## src/rtl/alu_disp_pkg.sv

```systemverilog
// Shared constants and types for the ALU result display stage.
package alu_disp_pkg;

    typedef logic [1:0] digit_idx_t;

    localparam logic [6:0] SEG_BLANK = 7'h7F;
    localparam logic [6:0] SEG_R     = 7'h2F;

    // Active-low 7-segment patterns, entry n is the glyph for hex digit n.
    localparam logic [15:0][6:0] SEG_HEX = {
        7'h0E, 7'h06, 7'h21, 7'h46, 7'h03, 7'h08, 7'h10, 7'h00,
        7'h78, 7'h02, 7'h12, 7'h19, 7'h30, 7'h24, 7'h79, 7'h40
    };

    localparam logic [3:0] OP_ADD = 4'h2;
    localparam logic [3:0] OP_SUB = 4'h3;
    localparam logic [3:0] HEX_E  = 4'hE;

endpackage

```

## src/rtl/hex_to_seg7.sv

```systemverilog
// Combinational hex nibble to active-low 7-segment decoder.
module hex_to_seg7
    import alu_disp_pkg::*;
(
    input  logic [3:0] digit,
    output logic [6:0] seg_c
);

    assign seg_c = SEG_HEX[digit];

endmodule

```

## src/rtl/alu_result_display.sv

```systemverilog
// Debounced capture of ALU result/opcode and 4-digit multiplexed 7-segment driver
// with a blinking "Er" indication for the add/sub error sentinel.
module alu_result_display
    import alu_disp_pkg::*;
#(
    parameter int unsigned REFRESH_DIV   = 50000,
    parameter int unsigned STABLE_CYCLES = 500000,
    parameter int unsigned BLINK_DIV     = 25000000,
    parameter logic [7:0]  ERR_CODE      = 8'hEE
) (
    input  logic       clk,
    input  logic       rst_n,
    input  logic [7:0] in_result,
    input  logic [3:0] in_btn,
    output logic [6:0] seg_n,
    output logic       dp_n,
    output logic [3:0] an_n,
    output logic       result_valid
);

    localparam int unsigned RW = (REFRESH_DIV   > 1) ? $clog2(REFRESH_DIV)   : 1;
    localparam int unsigned SW = (STABLE_CYCLES > 1) ? $clog2(STABLE_CYCLES) : 1;
    localparam int unsigned BW = (BLINK_DIV     > 1) ? $clog2(BLINK_DIV)     : 1;

    logic [11:0]   sync1_q, sync2_q, smp_prev_q;
    logic [SW-1:0] hold_cnt_q, hold_cnt_d;
    logic [7:0]    shown_res_q, shown_res_d;
    logic [3:0]    shown_op_q, shown_op_d;
    logic          result_valid_q, result_valid_d;
    logic [RW-1:0] refresh_cnt_q, refresh_cnt_d;
    digit_idx_t    idx_q, idx_d;
    logic [BW-1:0] blink_cnt_q, blink_cnt_d;
    logic          blink_on_q, blink_on_d;
    logic [6:0]    seg_n_q, seg_n_d;
    logic          dp_n_q, dp_n_d;
    logic [3:0]    an_n_q, an_n_d;

    logic [11:0]   smp;
    logic          stable, hold_full, load, err_q, err_d;
    logic [6:0]    hex_lo_c, hex_hi_c, hex_op_c;

    assign smp = sync2_q;

    // Debounce: a value must repeat for the whole window and differ from what is shown.
    always_comb begin
        stable         = (smp == smp_prev_q);
        hold_full      = (hold_cnt_q == SW'(STABLE_CYCLES - 1));
        load           = stable && hold_full && (smp != {~shown_op_q, shown_res_q});
        hold_cnt_d     = hold_cnt_q;
        shown_res_d    = shown_res_q;
        shown_op_d     = shown_op_q;
        result_valid_d = 1'b0;
        if (!stable) begin
            hold_cnt_d = '0;
        end else if (!hold_full) begin
            hold_cnt_d = hold_cnt_q + SW'(1);
        end
        if (load) begin
            shown_op_d     = ~smp[11:8];
            shown_res_d    = smp[7:0];
            result_valid_d = 1'b1;
        end
    end

    assign err_q = (shown_res_q == ERR_CODE) && ((shown_op_q == OP_ADD) || (shown_op_q == OP_SUB));
    assign err_d = (shown_res_d == ERR_CODE) && ((shown_op_d == OP_ADD) || (shown_op_d == OP_SUB));

    // Digit scan and error blink timing.
    always_comb begin
        refresh_cnt_d = refresh_cnt_q + RW'(1);
        idx_d         = idx_q;
        blink_cnt_d   = '0;
        blink_on_d    = 1'b1;
        if (refresh_cnt_q == RW'(REFRESH_DIV - 1)) begin
            refresh_cnt_d = '0;
            idx_d         = idx_q + digit_idx_t'(1);
        end
        if (!load && err_q) begin
            blink_on_d  = blink_on_q;
            blink_cnt_d = blink_cnt_q + BW'(1);
            if (blink_cnt_q == BW'(BLINK_DIV - 1)) begin
                blink_cnt_d = '0;
                blink_on_d  = ~blink_on_q;
            end
        end
    end

    hex_to_seg7 u_hex_lo (.digit(shown_res_d[3:0]), .seg_c(hex_lo_c));
    hex_to_seg7 u_hex_hi (.digit(shown_res_d[7:4]), .seg_c(hex_hi_c));
    hex_to_seg7 u_hex_op (.digit(shown_op_d),       .seg_c(hex_op_c));

    // Next display outputs, built from the post-edge digit index and shown value.
    always_comb begin
        seg_n_d = SEG_BLANK;
        dp_n_d  = (idx_d != digit_idx_t'(2));
        an_n_d  = ~(4'b0001 << idx_d);
        case (idx_d)
            2'd0:    seg_n_d = err_d ? (blink_on_d ? SEG_R : SEG_BLANK) : hex_lo_c;
            2'd1:    seg_n_d = err_d ? (blink_on_d ? SEG_HEX[HEX_E] : SEG_BLANK) : hex_hi_c;
            2'd2:    seg_n_d = SEG_BLANK;
            default: seg_n_d = hex_op_c;
        endcase
    end

    always_ff @(posedge clk or negedge rst_n) begin
        if (!rst_n) begin
            sync1_q        <= '0;
            sync2_q        <= '0;
            smp_prev_q     <= '0;
            hold_cnt_q     <= '0;
            shown_res_q    <= '0;
            shown_op_q     <= '0;
            result_valid_q <= 1'b0;
            refresh_cnt_q  <= '0;
            idx_q          <= '0;
            blink_cnt_q    <= '0;
            blink_on_q     <= 1'b1;
            seg_n_q        <= SEG_BLANK;
            dp_n_q         <= 1'b1;
            an_n_q         <= 4'hF;
        end else begin
            sync1_q        <= {in_btn, in_result};
            sync2_q        <= sync1_q;
            smp_prev_q     <= smp;
            hold_cnt_q     <= hold_cnt_d;
            shown_res_q    <= shown_res_d;
            shown_op_q     <= shown_op_d;
            result_valid_q <= result_valid_d;
            refresh_cnt_q  <= refresh_cnt_d;
            idx_q          <= idx_d;
            blink_cnt_q    <= blink_cnt_d;
            blink_on_q     <= blink_on_d;
            seg_n_q        <= seg_n_d;
            dp_n_q         <= dp_n_d;
            an_n_q         <= an_n_d;
        end
    end

    assign seg_n        = seg_n_q;
    assign dp_n         = dp_n_q;
    assign an_n         = an_n_q;
    assign result_valid = result_valid_q;

endmodule

```

## config.mk

```make
export PLATFORM = sky130hd
export DESIGN_NAME = alu_result_display
export DESIGN_NICKNAME = d
export VERILOG_FILES = /design/src/rtl/alu_disp_pkg.sv /design/src/rtl/hex_to_seg7.sv /design/src/rtl/alu_result_display.sv
export SDC_FILE = /design/constraint.sdc
export NUM_CORES = 1
export LEC_CHECK = 0
export CORE_ASPECT_RATIO = 0.6
export CORE_MARGIN = 3
export CORE_UTILIZATION = 55
export CTS_BUF_LIST = sky130_fd_sc_hd__clkbuf_8
export DETAILED_ROUTE_END_ITERATION = 10
export PLACE_DENSITY_LB_ADDON = 0.12
export SYNTH_ARGS = -nofsm -noshare
export SYNTH_HDL_FRONTEND = slang
export SYNTH_SLANG_ARGS = --single-unit
export TNS_END_PERCENT = 50
```

## constraint.sdc

```tcl
create_clock -name clk -period 3.95 [get_ports clk]
set_clock_uncertainty 0.1 [all_clocks]
set_input_delay 0.79 -clock clk [delete_from_list [all_inputs] [get_ports clk]]
set_output_delay 0.79 -clock clk [all_outputs]
set_load 0.01 [all_outputs]
```

### Signal wires on met1, run 1

Scale bar: 50 um. Supply wires on this layer in gray.
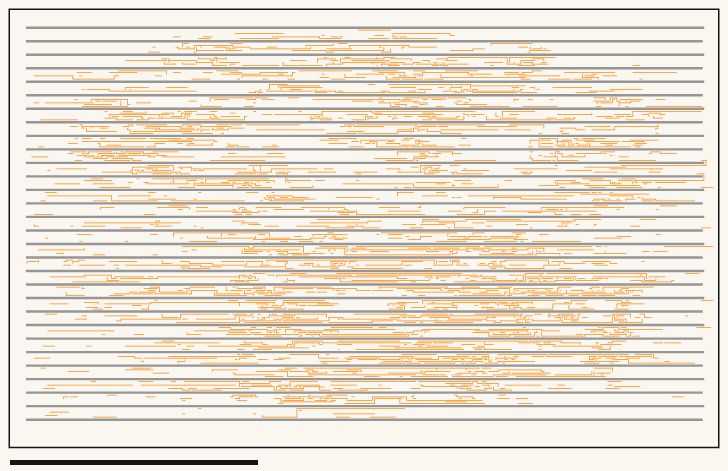
wire length on this layer: 6540 um
main direction: horizontal
longest straight run: 35.4 um
share of all routed wire: 50%
nets with wire on the layer: 605
drt total wl: 13.2 mm
met1 Track Usage GR: 34.0%

### M2 wires, run 1

Scale bar: 50 um.
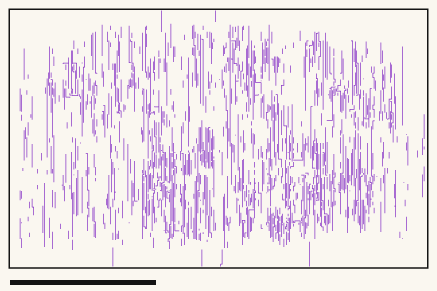
main direction: vertical
longest straight run: 41.5 um
share of all routed wire: 40%
nets with wire on the layer: 555
global routing usage on met2: 31.0%
Via Count: 4433

==> Changelog: implementation, run 1 <==
### Metrics

- Routed wire length on met3: 1.10 mm
- DR DRC count: 0
- I/O pin total: 27
- Horizontal die dimension: 142 um
- Met2 Wirelength: 5.31 mm
- DRT Pass-1 Iters: 5
- Final non-filler cell area: 7150 sq um
- Largest net degree at the start of global routing: between 100 and 150
- Count of buffer and inverter cells on the critical path: 1
- Area fraction in xor and xnor cells: 11.3%
- Post-layout min period: about 3.8 ns
- Proportion of power drawn by combinational gates: 2.2%
- Run status: finished, final reports clean
- CTS tree: yes
- Total GRT Usage: 22.7%
- Largest registers: blink_cnt_q (25), hold_cnt_q (19), refresh_cnt_q (16)
- Total setup violations reported at the end of the flow: 0
- Std-Cell Core Area: ~11000 sq um
- Proportion of layout cells with a drive suffix above 1: ~15%
- Wire per inst: 16.8 um
- Count of inverters not on the clock network in the layout: 28
- Internal power: 0.00196 W
- Non-clk bufs: roughly 47
- Area figure in the yosys stat output: 6150 sq um
- Yosys warning total: 0
- Worst rel slew slack: 54.5%
- Yosys reg bits: approximately 120
- Top-count cell post-synth: sky130_fd_sc_hd__dfrtp_1
- Post-CTS setup buffers: 0
- Minimum hold slack: 0.248 ns
- NumNets Final: around 670
- Least setup slack across all paths after layout: 0.189 ns
- Number of placed instances with taps included: 746
- Violation count after the first detailed-routing iteration: about 420
- Number of buffers on the longest clock path: 2
- Power after layout: 0.00258 W
- Biggest area consumer among cell classes: flip-flops and latches
- Commonest non-fill, non-tap cell in the layout: sky130_fd_sc_hd__dfrtp_1
- Post-route antenna net violation count: 0
- Chip area: 12500 sq um
- Sequential area share after synthesis: between 50% and 60%
- Synth logic family: simple AND/OR/NAND/NOR gates
- Main area contributors: sky130_fd_sc_hd__dfrtp_1 (45%), sky130_fd_sc_hd__xor2_1 (6.7%), sky130_fd_sc_hd__dfstp_2 (5.1%)
- CP endpoint kind: flip-flop
- Commonest cells after routing, fill and taps aside: sky130_fd_sc_hd__dfrtp_1 (111), sky130_fd_sc_hd__nor2_1 (79), sky130_fd_sc_hd__xor2_1 (47)
- Number of synthesized flops with an enable pin: 0
- Initial Utilization: 57.2%
- Via-per-instance ratio: 5.65
- Largest Pwr Group: sequential cells
- Worst-path cell with the longest stage delay: sky130_fd_sc_hd__or4b_1
- Multi-input gate share of total cell area: 40.8%
- Reported combinational group power: 0.0000560 W
- Most Used Layer, Global Route: met1
- Cell count after synthesis: 582
- Path type of the worst min-delay path: flip-flop to flip-flop
- Top area contributor share: 45.2%
- Seq cells: 123
- Number of clock buffer instances in the layout: 18
- And+or+nand+nor area frac: 18.3%
- Clock Sinks: 123
- TNS Setup: 0 ns
- Antenna diode count: 0
- Total area of multi-input combinational cells: 2920 sq um
- Relative contribution of the clock network to total power: 47.5%
- Row Count: 29
- Most common flop cell mapped by yosys: sky130_fd_sc_hd__dfrtp_1
- Leakage power summed over all cells: 3.18 nW
- Fin. Hold Viols: 0
- Vias in the first global route: around 4400
- Psw: a little over 0.0006 W
- Total of max-cap violations: 0
- RePlAce Congestion: 0.913
- Fillers: 820
- P per Cell Area: 361 nW/um^2
- Arrival @ worst endpoint: 4.04 ns
- Number of tapcells: around 140
- Synthesized area: ~6100 sq um
- Core Util, Final: around two thirds
- Footprint of the flip-flops and latches: 3090 sq um
- Part of the total power dissipated in sequential elements: 50.3%
- Number of flip-flops under the largest register name: 25
- CTS buffer count: 17
- Non-clock buffering overhead: 5.99%
- Power in sequential cells: 0.00130 W
- Layout clock area frac: 6.00%
- Fraction of area in registers: 43.3%
- Count of multi-input combinational gates: ~420
- Worst Path Class, Setup: flip-flop to flip-flop
- Top layer reached by signal wires: met4
- Number of standard cells in the layout, taps in and fillers out: 784
- Cell total in the yosys stat output: 582
- Synth mux share: 5.62%
- Placement Setup Slack: 0.0152 ns
- CP Launch Type: flip-flop
- IO Port Bufs: 26
- Proportion of total power due to net switching: 24.0%
- Post-Synthesis Mean Instance Area: between 10 and 15 sq um
- Cts-stage hold buffer count: 0
- Delay of the slowest cell on the worst path: 0.59 ns
### Met3 routing, run 1

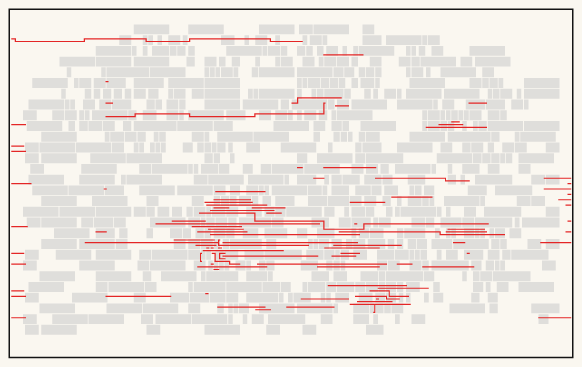
nets with wire on the layer: 70
longest straight run: 41.4 um
global-route met3 utilization: 7.75%

run 1: kinds of logic (layout without fill, tap and decap cells):
logic type,count (synthesis),after routing
and+or+nand+nor,226,227
DFF,123,123
xor gates and xnor gates,79,79
adders and majority gates,21,21
buffers and inverters,45,107
AOI/OAI and AO/OA,61,61
muxes,27,27
run 1: path summary, 6_finish.rpt:
kind	start	end	slack [ns]	depth (start not counted)
min in group asynchronous	rst_n	idx_q[1]	0.27	2
max	hold_cnt_q[5]	seg_n[0]	0.19	11
min reg2reg	sync1_q[0]	smp[0]	0.25	0
max in group asynchronous	rst_n	smp[5]	2.92	2
min	sync1_q[0]	smp[0]	0.25	0
max reg2reg	hold_cnt_q[5]	seg_n[0]	0.19	11
### Metal 4, run 1

Scale bar: 50 um. Supply wires on this layer in gray.
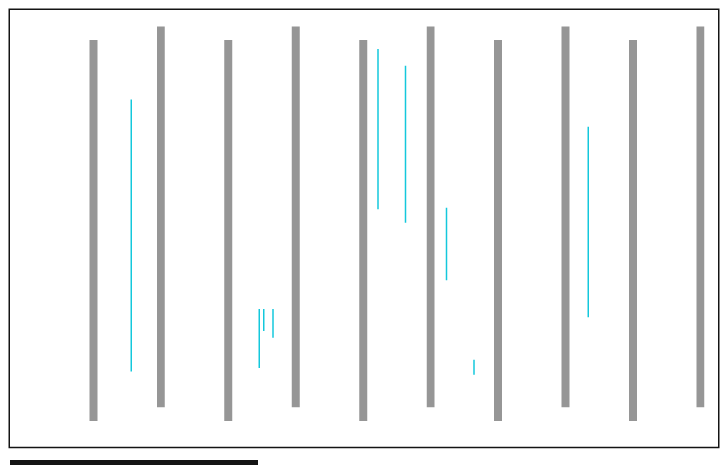

==> run 1 -> run 2 <==
- CORE_ASPECT_RATIO: 0.6 -> 2
- clock period: 3.95 -> 3.25 ns (I/O delays scaled with it)
### Metal 4, run 2

Scale bar: 20 um. Supply wires on this layer in gray.
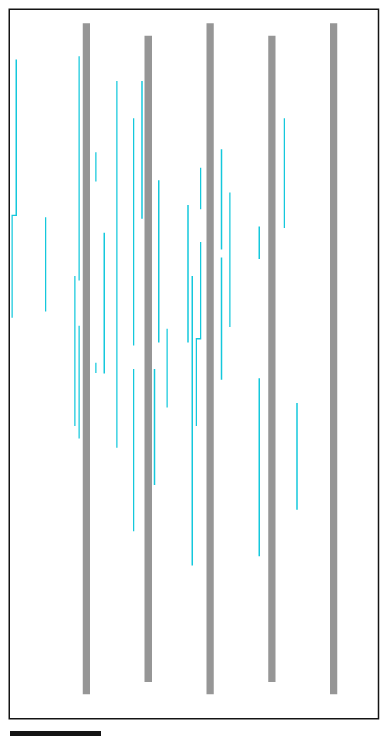
longest straight run: 80.2 um
share of all routed wire: 5.3%
main direction: vertical

==> run 2 against run 1 <==
  * The run now ends with setup timing left
  * Non-clock buffer count grew 71
  * Total power up 18%
  * Fmax up 8.8%
==> Changelog: implementation, run 2 <==
### Metrics

- Post-CTS setup buffers: 1 (was 0)
- CP Launch Type: flip-flop (unchanged)
- Area fraction in compound gates after synthesis: 6.74% (unchanged)
- Post-detailed-placement half-perimeter wirelength: 11.2 mm (was 9.11 mm)
- Largest net degree at the start of global routing: 79 (was 124)
- Yosys reg bits: 123 (unchanged)
- Wire length of the first global-routing pass: 24.9 mm (was 22.2 mm)
- Setup crit end: seg_n[0] (unchanged)
- Layout overhead on the synthesized area: 29.0% (was 16.3%)
- Minimum hold slack: 0.100 ns (was 0.248 ns)
- Total of max-cap violations: 0 (unchanged)
- Worst voltage drop across the vdd grid: 0.310 mV (was 0.235 mV)
- NumNets Final: 737 (was 667)
- Synth mux share: 5.62% (unchanged)
- Cell count after synthesis: 582 (unchanged)
- Total GRT Usage: 26.5% (was 22.7%)
- Cts-stage hold buffer count: 0 (unchanged)
- Violation count after the first detailed-routing iteration: 188 (was 420)
- Top-count cell post-synth: sky130_fd_sc_hd__dfrtp_1 (unchanged)
- Worst reg2reg setup slack: -0.21 ns (was 0.19 ns)
- DRT Pass-1 Iters: 4 (was 5)
- Worst Path Class, Setup: flip-flop to flip-flop (unchanged)
- Number of standard cells in the layout, taps in and fillers out: 855 (was 784)
- Met1 Track Usage GR: 26.6% (was 34.0%)
- Commonest cells after routing, fill and taps aside: sky130_fd_sc_hd__dfrtp_1 (111), sky130_fd_sc_hd__buf_4 (84), sky130_fd_sc_hd__nor2_1 (79) (was sky130_fd_sc_hd__dfrtp_1 (111), sky130_fd_sc_hd__nor2_1 (79), sky130_fd_sc_hd__xor2_1 (47))
- H-tree Lvls: 4 (unchanged)
- Top layer reached by signal wires: met4 (unchanged)
- Aggregate global routing overflow: 0 (unchanged)
- Cell total in the yosys stat output: 582 (unchanged)
- Largest registers: blink_cnt_q (25), hold_cnt_q (19), refresh_cnt_q (16) (unchanged)
- Worst-path cell with the longest stage delay: sky130_fd_sc_hd__or4b_4 (was sky130_fd_sc_hd__or4b_1)
- Root buf cell: sky130_fd_sc_hd__clkbuf_8 (unchanged)
- Family with the most delay on the worst path: simple AND/OR/NAND/NOR gates (unchanged)
- Arrival @ worst endpoint: 3.74 ns (was 4.04 ns)
- Cell breakdown of the critical path: or4b_4, nor4_4, nand2b_1, or3_4, a21oi_4, inv_2, ha_4, o211a_1, and4_4, buf_6, a2111oi_4, o22a_1 (was or4b_1, nor4_4, nand2b_1, or3_4, a21oi_4, inv_1, ha_1, o211a_1, and4_2, a2111oi_2, o22a_1)
- Main area contributors: sky130_fd_sc_hd__dfrtp_1 (45%), sky130_fd_sc_hd__xor2_1 (6.7%), sky130_fd_sc_hd__dfstp_2 (5.1%) (unchanged)
- Least setup slack across all paths after layout: -0.207 ns (was 0.189 ns)
- Commonest non-fill, non-tap cell in the layout: sky130_fd_sc_hd__dfrtp_1 (unchanged)
- Horizontal die dimension: 80.7 um (was 142 um)
- Global routing usage on met2: 49.2% (was 31.0%)
- Post-Synthesis Mean Instance Area: 10.6 sq um (unchanged)
- Initial Utilization: 56.1% (was 57.2%)
- Number of nets at floorplan: 617 (unchanged)
- RePlAce Congestion: 0.916 (was 0.913)
- Synthesized area: 6150 sq um (unchanged)
- Core Util, Final: 72.4% (was 66.6%)
- And+or+nand+nor area frac: 18.3% (unchanged)
- Footprint of the flip-flops and latches: 3090 sq um (unchanged)
- Area after DPL: 7300 sq um (was 6630 sq um)
- M1 wire length: 5.31 mm (was 6.54 mm)
- Critical register-to-register path endpoint: seg_n[0] (unchanged)
- Run status: complete, but fails checks (was finished, final reports clean)
- IO Port Bufs: 26 (unchanged)
- CTS buffer count: 17 (unchanged)
- Fin. max-slew vios: 0 (unchanged)
- Met2 Wirelength: 8.71 mm (was 5.31 mm)
- Fin. Hold Viols: 0 (unchanged)
- Chip area: 12600 sq um (was 12500 sq um)
- Worst rel slew slack: 53.9% (was 54.5%)
- Number of placed instances with taps included: 821 (was 746)
- Post-layout min period: 3.46 ns (was 3.76 ns)
- Clock Sinks: 123 (unchanged)
- Number of synthesized flops with an enable pin: 0 (unchanged)
- Number of antenna violations at the first check in global routing: 0 (unchanged)
- Depth of the critical timing path with buffers and inverters included: 12 (was 11)
- Total area of multi-input combinational cells: 3140 sq um (was 2920 sq um)
- Path type of the worst min-delay path: input pin to asynchronous set/reset pin (was flip-flop to flip-flop)
- Post-route antenna net violation count: 0 (unchanged)
- Most common flop cell mapped by yosys: sky130_fd_sc_hd__dfrtp_1 (unchanged)
- Row Count: 54 (was 29)
- I/O pin total: 27 (unchanged)
- Sequential area share after synthesis: 50.3% (unchanged)
- Power after layout: 0.00304 W (was 0.00258 W)
- Start of the worst register-to-register path: hold_cnt_q[5] (unchanged)
- Resized Gates After CTS: 18 (was 2)
- Post-synthesis cell type with the largest combined area: sky130_fd_sc_hd__dfrtp_1 (unchanged)
- Fa+ha+maj area frac: 4.28% (unchanged)
- Clock Latency Late Sink: 0.44 ns (about the same)
- Vias in the first global route: 5206 (was 4385)
- Synth cell count leaders: sky130_fd_sc_hd__dfrtp_1 (111), sky130_fd_sc_hd__nor2_1 (80), sky130_fd_sc_hd__xor2_1 (47), sky130_fd_sc_hd__nand2_1 (35), sky130_fd_sc_hd__xnor2_1 (32) (unchanged)
- Logic depth of the worst register-to-register path: 12 (was 11)
- Std-Cell Core Area: 10900 sq um (was 10700 sq um)
- Synth logic family: simple AND/OR/NAND/NOR gates (unchanged)
- Yosys warning total: 0 (unchanged)
- Largest reg by FF count: blink_cnt_q (unchanged)
- Slew at the pin with the worst max-slew slack: 0.687 ns (was 0.682 ns)
- Proportion of register bits with asynchronous set or reset after synthesis: 100% (unchanged)
- Placement Setup Slack: -0.225 ns (was 0.0152 ns)
- Wire per inst: 17.8 um (was 16.8 um)
- Maximum fanout count along the critical path: 8 (was 6)
- TNS Setup: -1.17 ns (was 0 ns)
- Worst setup startpoint: hold_cnt_q[5] (unchanged)
- Total setup violations reported at the end of the flow: 7 (was 0)
- Fillers: 801 (was 820)
- Final non-filler cell area: 7930 sq um (was 7150 sq um)
- CTS tree: yes (unchanged)
- Fmax: 289 MHz (was 266 MHz)
- DR DRC count: 0 (unchanged)
- Delay of the slowest cell on the worst path: 0.56 ns (was 0.59 ns)
- Number of warning messages in the logs: 43 (was 42)
- Area fraction in xor and xnor cells: 11.3% (unchanged)
- Routed wire length on met3: 386 um (was 1.10 mm)
- CP endpoint kind: flip-flop (unchanged)
- Via-per-instance ratio: 5.59 (was 5.65)
- Unique masters post-synth: 63 (unchanged)
- Ratio of final minimum period to clock period: 106% (was 95.2%)
- Unrepaired setup endpoints after global routing: true
- Worst EP required: 3.54 ns (was 4.23 ns)
- Number of flip-flops under the largest register name: 25 (unchanged)
- Number of buffers on the longest clock path: 2 (unchanged)
- Count of buffer and inverter cells on the critical path: 2 (was 1)
- Antenna diode count: 0 (unchanged)
- Top area contributor share: 45.2% (unchanged)
- Proportion of layout cells with a drive suffix above 1: 27.1% (was 14.7%)
- Most Used Layer, Global Route: met2 (was met1)
- Clock slew seen by the registers of the worst setup and hold paths: 0.08 ns (about the same)
- P per Cell Area: 384 nW/um^2 (was 361 nW/um^2)
- Area figure in the yosys stat output: 6150 sq um (unchanged)
- Chip Height: 155 um (was 87.9 um)
- Leakage power summed over all cells: 3.56 nW (was 3.18 nW)
- Violated checks: setup timing
### Met3 routing, run 2

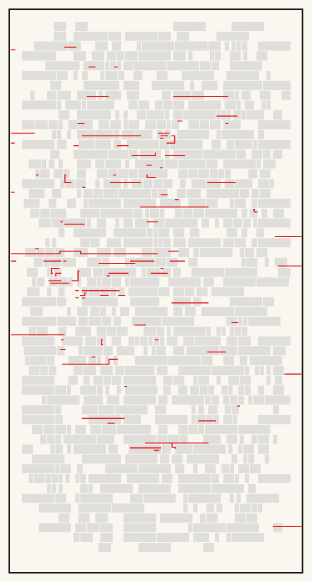
wire length on this layer: 386 um
main direction: horizontal
share of all routed wire: 2.5%
drt total wl: 15.2 mm
global-route met3 utilization: 5.56%
Via Count: 4780

run 2: cell counts after synthesis:
Identical to the previous run, type by type.
run 2: area by class of cell:
type | instances | area share [%]
repair buffers | 118 | 12.6
inverters | 28 | 1.36
flip-flops and latches | 123 | 39.0
clock inverters | 15 | 2.21
multi-input cells | 414 | 39.7
well taps | 140 | 2.21
clock buffers | 17 | 2.95
run 2: kinds of logic after synthesis:
kind of cell,count (synthesis)
buf+inv,45
xor+xnor,79
simple gates,226
fa+ha+maj,21
mux,27
flops,123
compound gates,61
run 2: report_power, final:
group | total, W | internal, W | switching (W)
Combinational | 0.0000977 | 0.0000396 | 0.0000581
Clock | 0.00138 | 0.000708 | 0.000673
Sequential | 0.00157 | 0.00155 | 0.0000127
Total | 0.00304 | 0.00230 | 0.000743
### Signal wires on met1, run 2

Scale bar: 20 um. Supply wires on this layer in gray.
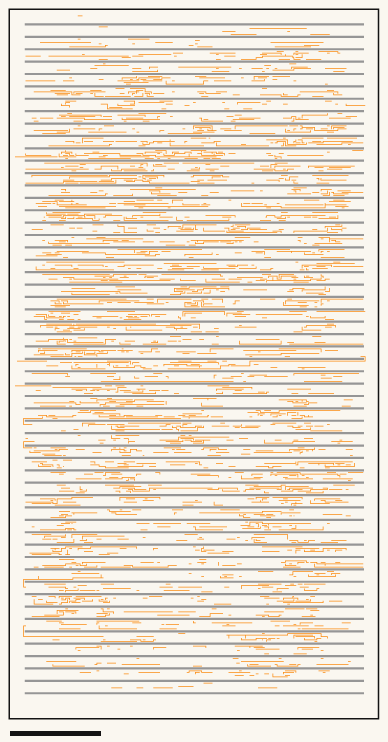

==> run 2 -> run 3 <==
- CORE_MARGIN: 3 -> 8
### Signal wires on met1, run 3

Scale bar: 20 um. Supply wires on this layer in gray.
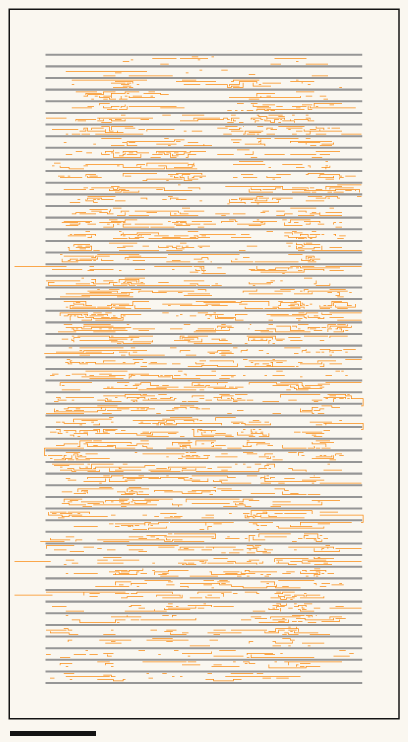
main direction: horizontal
share of all routed wire: 35%

==> run 3 against run 2 <==
  * The run still ends with setup timing left
  * Global-route usage down 4.5 points
  * Combinational power up 2%
  * Clock power fell by 8%
  * Count of clock-buffer cells in the layout up 1
  * Via count rose by 3.0%
  * Flip-flop count did not move
  * Critical endpoint unchanged
==> Changelog: implementation, run 3 <==
### Metrics

- Run status: complete, but fails checks (unchanged)
- Violated checks: setup timing (unchanged)
- Number of warning messages in the logs: 43 (unchanged)
- Top layer reached by signal wires: met4 (unchanged)
- Ratio of final minimum period to clock period: 107% (was 106%)
- Wire per inst: 18.1 um (was 17.8 um)
- Main area contributors: sky130_fd_sc_hd__dfrtp_1 (45%), sky130_fd_sc_hd__xor2_1 (6.7%), sky130_fd_sc_hd__dfstp_2 (5.1%) (unchanged)
- Cell total in the yosys stat output: 582 (unchanged)
- Via-per-instance ratio: 5.58 (was 5.59)
- Initial Utilization: 56.5% (was 56.1%)
- Power in sequential cells: 0.00157 W (about the same)
- Multi-input gate share of total cell area: 39.4% (was 39.7%)
- Commonest cells after routing, fill and taps aside: sky130_fd_sc_hd__dfrtp_1 (111), sky130_fd_sc_hd__buf_4 (109), sky130_fd_sc_hd__nor2_1 (77) (was sky130_fd_sc_hd__dfrtp_1 (111), sky130_fd_sc_hd__buf_4 (84), sky130_fd_sc_hd__nor2_1 (79))
- Unique masters post-synth: 63 (unchanged)
- Synth mux share: 5.62% (unchanged)
- Non-clock buffering overhead: 14.7% (was 12.6%)
- Total GRT Usage: 22.0% (was 26.5%)
- I/O pin total: 27 (unchanged)
- Count of inverters not on the clock network in the layout: 28 (unchanged)
- H-tree Lvls: 4 (unchanged)
- Global-route met3 utilization: 4.07% (was 5.56%)
- Placement Setup Slack: -0.557 ns (was -0.225 ns)
- Number of buffers on the longest clock path: 2 (unchanged)
- Synth logic family: simple AND/OR/NAND/NOR gates (unchanged)
- Proportion of register bits with asynchronous set or reset after synthesis: 100% (unchanged)
- Met1 Track Usage GR: 20.4% (was 26.6%)
- Horizontal die dimension: 90.7 um (was 80.7 um)
- Number of antenna violations at the first check in global routing: 0 (unchanged)
- Post-detailed-placement half-perimeter wirelength: 11.3 mm (was 11.2 mm)
- Area fraction in xor and xnor cells: 11.3% (unchanged)
- Post-route antenna net violation count: 0 (unchanged)
- Wire length of the first global-routing pass: 25.7 mm (was 24.9 mm)
- Part of the total power dissipated in sequential elements: 53.3% (was 51.4%)
- Layout clock area frac: 4.49% (was 5.16%)
- Std-Cell Core Area: 10900 sq um (about the same)
- Maximum fanout count along the critical path: 6 (was 8)
- CTS buffer count: 17 (unchanged)
- CP endpoint kind: flip-flop (unchanged)
- Most common flop cell mapped by yosys: sky130_fd_sc_hd__dfrtp_1 (unchanged)
- Chip area: 15000 sq um (was 12600 sq um)
- Internal power: 0.00222 W (was 0.00230 W)
- Synth cell count leaders: sky130_fd_sc_hd__dfrtp_1 (111), sky130_fd_sc_hd__nor2_1 (80), sky130_fd_sc_hd__xor2_1 (47), sky130_fd_sc_hd__nand2_1 (35), sky130_fd_sc_hd__xnor2_1 (32) (unchanged)
- Area after DPL: 7350 sq um (was 7300 sq um)
- RePlAce Congestion: 0.977 (was 0.916)
- Area figure in the yosys stat output: 6150 sq um (unchanged)
- Power in the clock group: 0.00127 W (was 0.00138 W)
- Yosys warning total: 0 (unchanged)
- Root buf cell: sky130_fd_sc_hd__clkbuf_8 (unchanged)
- Antenna diode count: 0 (unchanged)
- Fin. Hold Viols: 0 (unchanged)
- Fillers: 750 (was 801)
- Least setup slack across all paths after layout: -0.226 ns (was -0.207 ns)
- Delay of the slowest cell on the worst path: 0.55 ns (was 0.56 ns)
- Number of flip-flops under the largest register name: 25 (unchanged)
- And+or+nand+nor area frac: 18.3% (unchanged)
- Non-clk bufs: 145 (was 118)
- Worst EP required: 3.53 ns (was 3.54 ns)
- Fin. max-slew vios: 0 (unchanged)
- Top-count cell post-synth: sky130_fd_sc_hd__dfrtp_1 (unchanged)
- Post-Synthesis Mean Instance Area: 10.6 sq um (unchanged)
- Number of placed instances with taps included: 829 (was 821)
- Post-synthesis cell type with the largest combined area: sky130_fd_sc_hd__dfrtp_1 (unchanged)
- Area fraction in compound gates after synthesis: 6.74% (unchanged)
- M1 wire length: 5.59 mm (was 5.31 mm)
- Met2 Wirelength: 9.10 mm (was 8.71 mm)
- Cell breakdown of the critical path: or4b_4, nor4_4, nand2b_1, buf_4, or3_4, buf_6, mux2i_4, buf_6, or3_1, o211ai_1, a22oi_1, o22a_1 (was or4b_4, nor4_4, nand2b_1, or3_4, a21oi_4, inv_2, ha_4, o211a_1, and4_4, buf_6, a2111oi_4, o22a_1)
- Count of multi-input combinational gates: 415 (was 414)
- Worst-path cell with the longest stage delay: sky130_fd_sc_hd__or4b_4 (unchanged)
- Worst rel slew slack: 55.8% (was 53.9%)
- Fa+ha+maj area frac: 4.28% (unchanged)
- Chip Height: 165 um (was 155 um)
- CP Launch Type: flip-flop (unchanged)
- Largest net degree at the start of global routing: 61 (was 79)
- Number of standard cells in the layout, taps in and fillers out: 882 (was 855)
- Number of tapcells: 140 (unchanged)
- Power after layout: 0.00294 W (was 0.00304 W)
- Slew at the pin with the worst max-slew slack: 0.657 ns (was 0.687 ns)
- Minimum hold slack: 0.0703 ns (was 0.100 ns)
- CTS tree: yes (unchanged)
- Biggest area consumer among cell classes: combinational gates (unchanged)
- Total setup violations reported at the end of the flow: 6 (was 7)
- Count of buffer and inverter cells on the critical path: 3 (was 2)
- Unrepaired setup endpoints after global routing: true (unchanged)
- Top area contributor share: 45.2% (unchanged)
- Proportion of power drawn by combinational gates: 3.4% (was 3.2%)
- Most numerous cell on the critical path: sky130_fd_sc_hd__buf_6
- Footprint of the flip-flops and latches: 3090 sq um (unchanged)
- Largest registers: blink_cnt_q (25), hold_cnt_q (19), refresh_cnt_q (16) (unchanged)
- Post-layout min period: 3.48 ns (was 3.46 ns)
- Synthesized area: 6150 sq um (unchanged)
- Total of max-cap violations: 0 (unchanged)
- Relative contribution of the clock network to total power: 43.3% (was 45.4%)
- Layout overhead on the synthesized area: 32.7% (was 29.0%)
- Proportion of total power due to net switching: 24.5% (was 24.4%)
- Seq cells: 123 (unchanged)
- Reported combinational group power: 0.0000994 W (was 0.0000977 W)
- Worst Path Class, Setup: flip-flop to flip-flop (unchanged)
- Arrival @ worst endpoint: 3.75 ns (was 3.74 ns)
- Family with the most delay on the worst path: simple AND/OR/NAND/NOR gates (unchanged)
- Proportion of layout cells with a drive suffix above 1: 30.6% (was 27.1%)
- Psw: 0.000720 W (was 0.000743 W)
- Leakage power summed over all cells: 3.69 nW (was 3.56 nW)
- Number of nets at floorplan: 617 (unchanged)
- Yosys reg bits: 123 (unchanged)
- Violation count after the first detailed-routing iteration: 253 (was 188)
- Clock Latency Late Sink: 0.45 ns (was 0.44 ns)
- Clock slew seen by the registers of the worst setup and hold paths: 0.09 ns (was 0.08 ns)
- Path type of the worst min-delay path: input pin to asynchronous set/reset pin (unchanged)
- Most Used Layer, Global Route: met2 (unchanged)
- Fraction of area in registers: 37.9% (was 39.0%)
- Fmax: 288 MHz (was 289 MHz)
- Cell count after synthesis: 582 (unchanged)
- IO Port Bufs: 26 (unchanged)
- Clock Sinks: 123 (unchanged)
- Commonest non-fill, non-tap cell in the layout: sky130_fd_sc_hd__dfrtp_1 (unchanged)
- Largest Pwr Group: sequential cells (unchanged)
- Aggregate global routing overflow: 0 (unchanged)
- Number of clock buffer instances in the layout: 18 (was 17)
- Core Util, Final: 75.0% (was 72.4%)
- Worst voltage drop across the vdd grid: 0.400 mV (was 0.310 mV)
- TNS Setup: -1.17 ns (about the same)
- Row Count: 54 (unchanged)
- Largest reg by FF count: blink_cnt_q (unchanged)
- Final non-filler cell area: 8160 sq um (was 7930 sq um)
- NumNets Final: 765 (was 737)
- Vias in the first global route: 5283 (was 5206)
- Sequential area share after synthesis: 50.3% (unchanged)
- DR DRC count: 0 (unchanged)
- Number of synthesized flops with an enable pin: 0 (unchanged)
- P per Cell Area: 360 nW/um^2 (was 384 nW/um^2)
- DRT Pass-1 Iters: 4 (unchanged)
- Routed wire length on met3: 469 um (was 386 um)
- Total area of multi-input combinational cells: 3220 sq um (was 3140 sq um)
- Global routing usage on met2: 42.6% (was 49.2%)
### Metal 4, run 3

Scale bar: 20 um. Supply wires on this layer in gray.
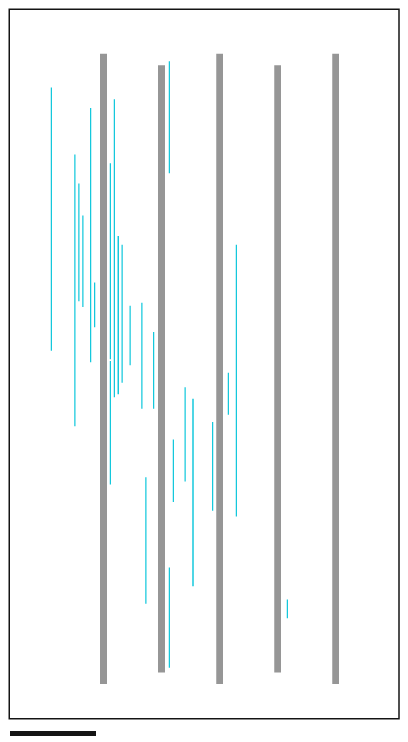
Via Count: 4924
drt total wl: 15.9 mm

==> run 3: worst paths after layout <==
path / from / end / depth (start not counted) / slack [ns]
worst max register to register: hold_cnt_q[11] / seg_n[0] / 12 / -0.23
min in group clk: sync1_q[5] / smp[5] / 0 / 0.25
max in group asynchronous: rst_n / seg_n[3] / 2 / 2.18
worst min-delay path: rst_n / hold_cnt_q[18] / 1 / 0.07
worst max-delay path: hold_cnt_q[11] / seg_n[0] / 12 / -0.23
worst min register to register: sync1_q[5] / smp[5] / 0 / 0.25
==> run 3: repair_timing <==
item | 4_1_cts | 5_1_grt
resized | 33 | 24
hold buffers | 0 | 0
pin swaps | 16 | 14
setup endpoints to repair | 7 | 29
buffers inserted | 14 | 8
gates cloned | 1 | 0

==> layout pictures side by side <==
Routing congestion.
(a)
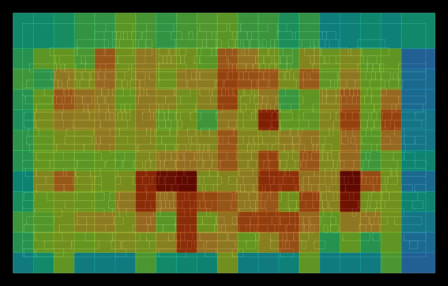
(b)
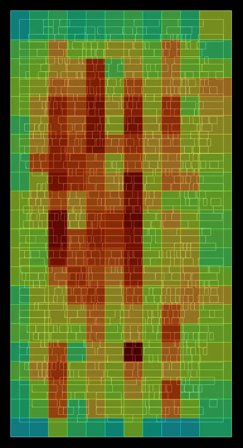
(c)
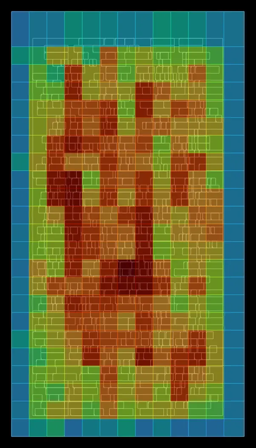
run 1 -> (a)
run 3 -> (c)
run 2 -> (b)
- highest track usage: (b)

Power and IR drop assume default switching activity.
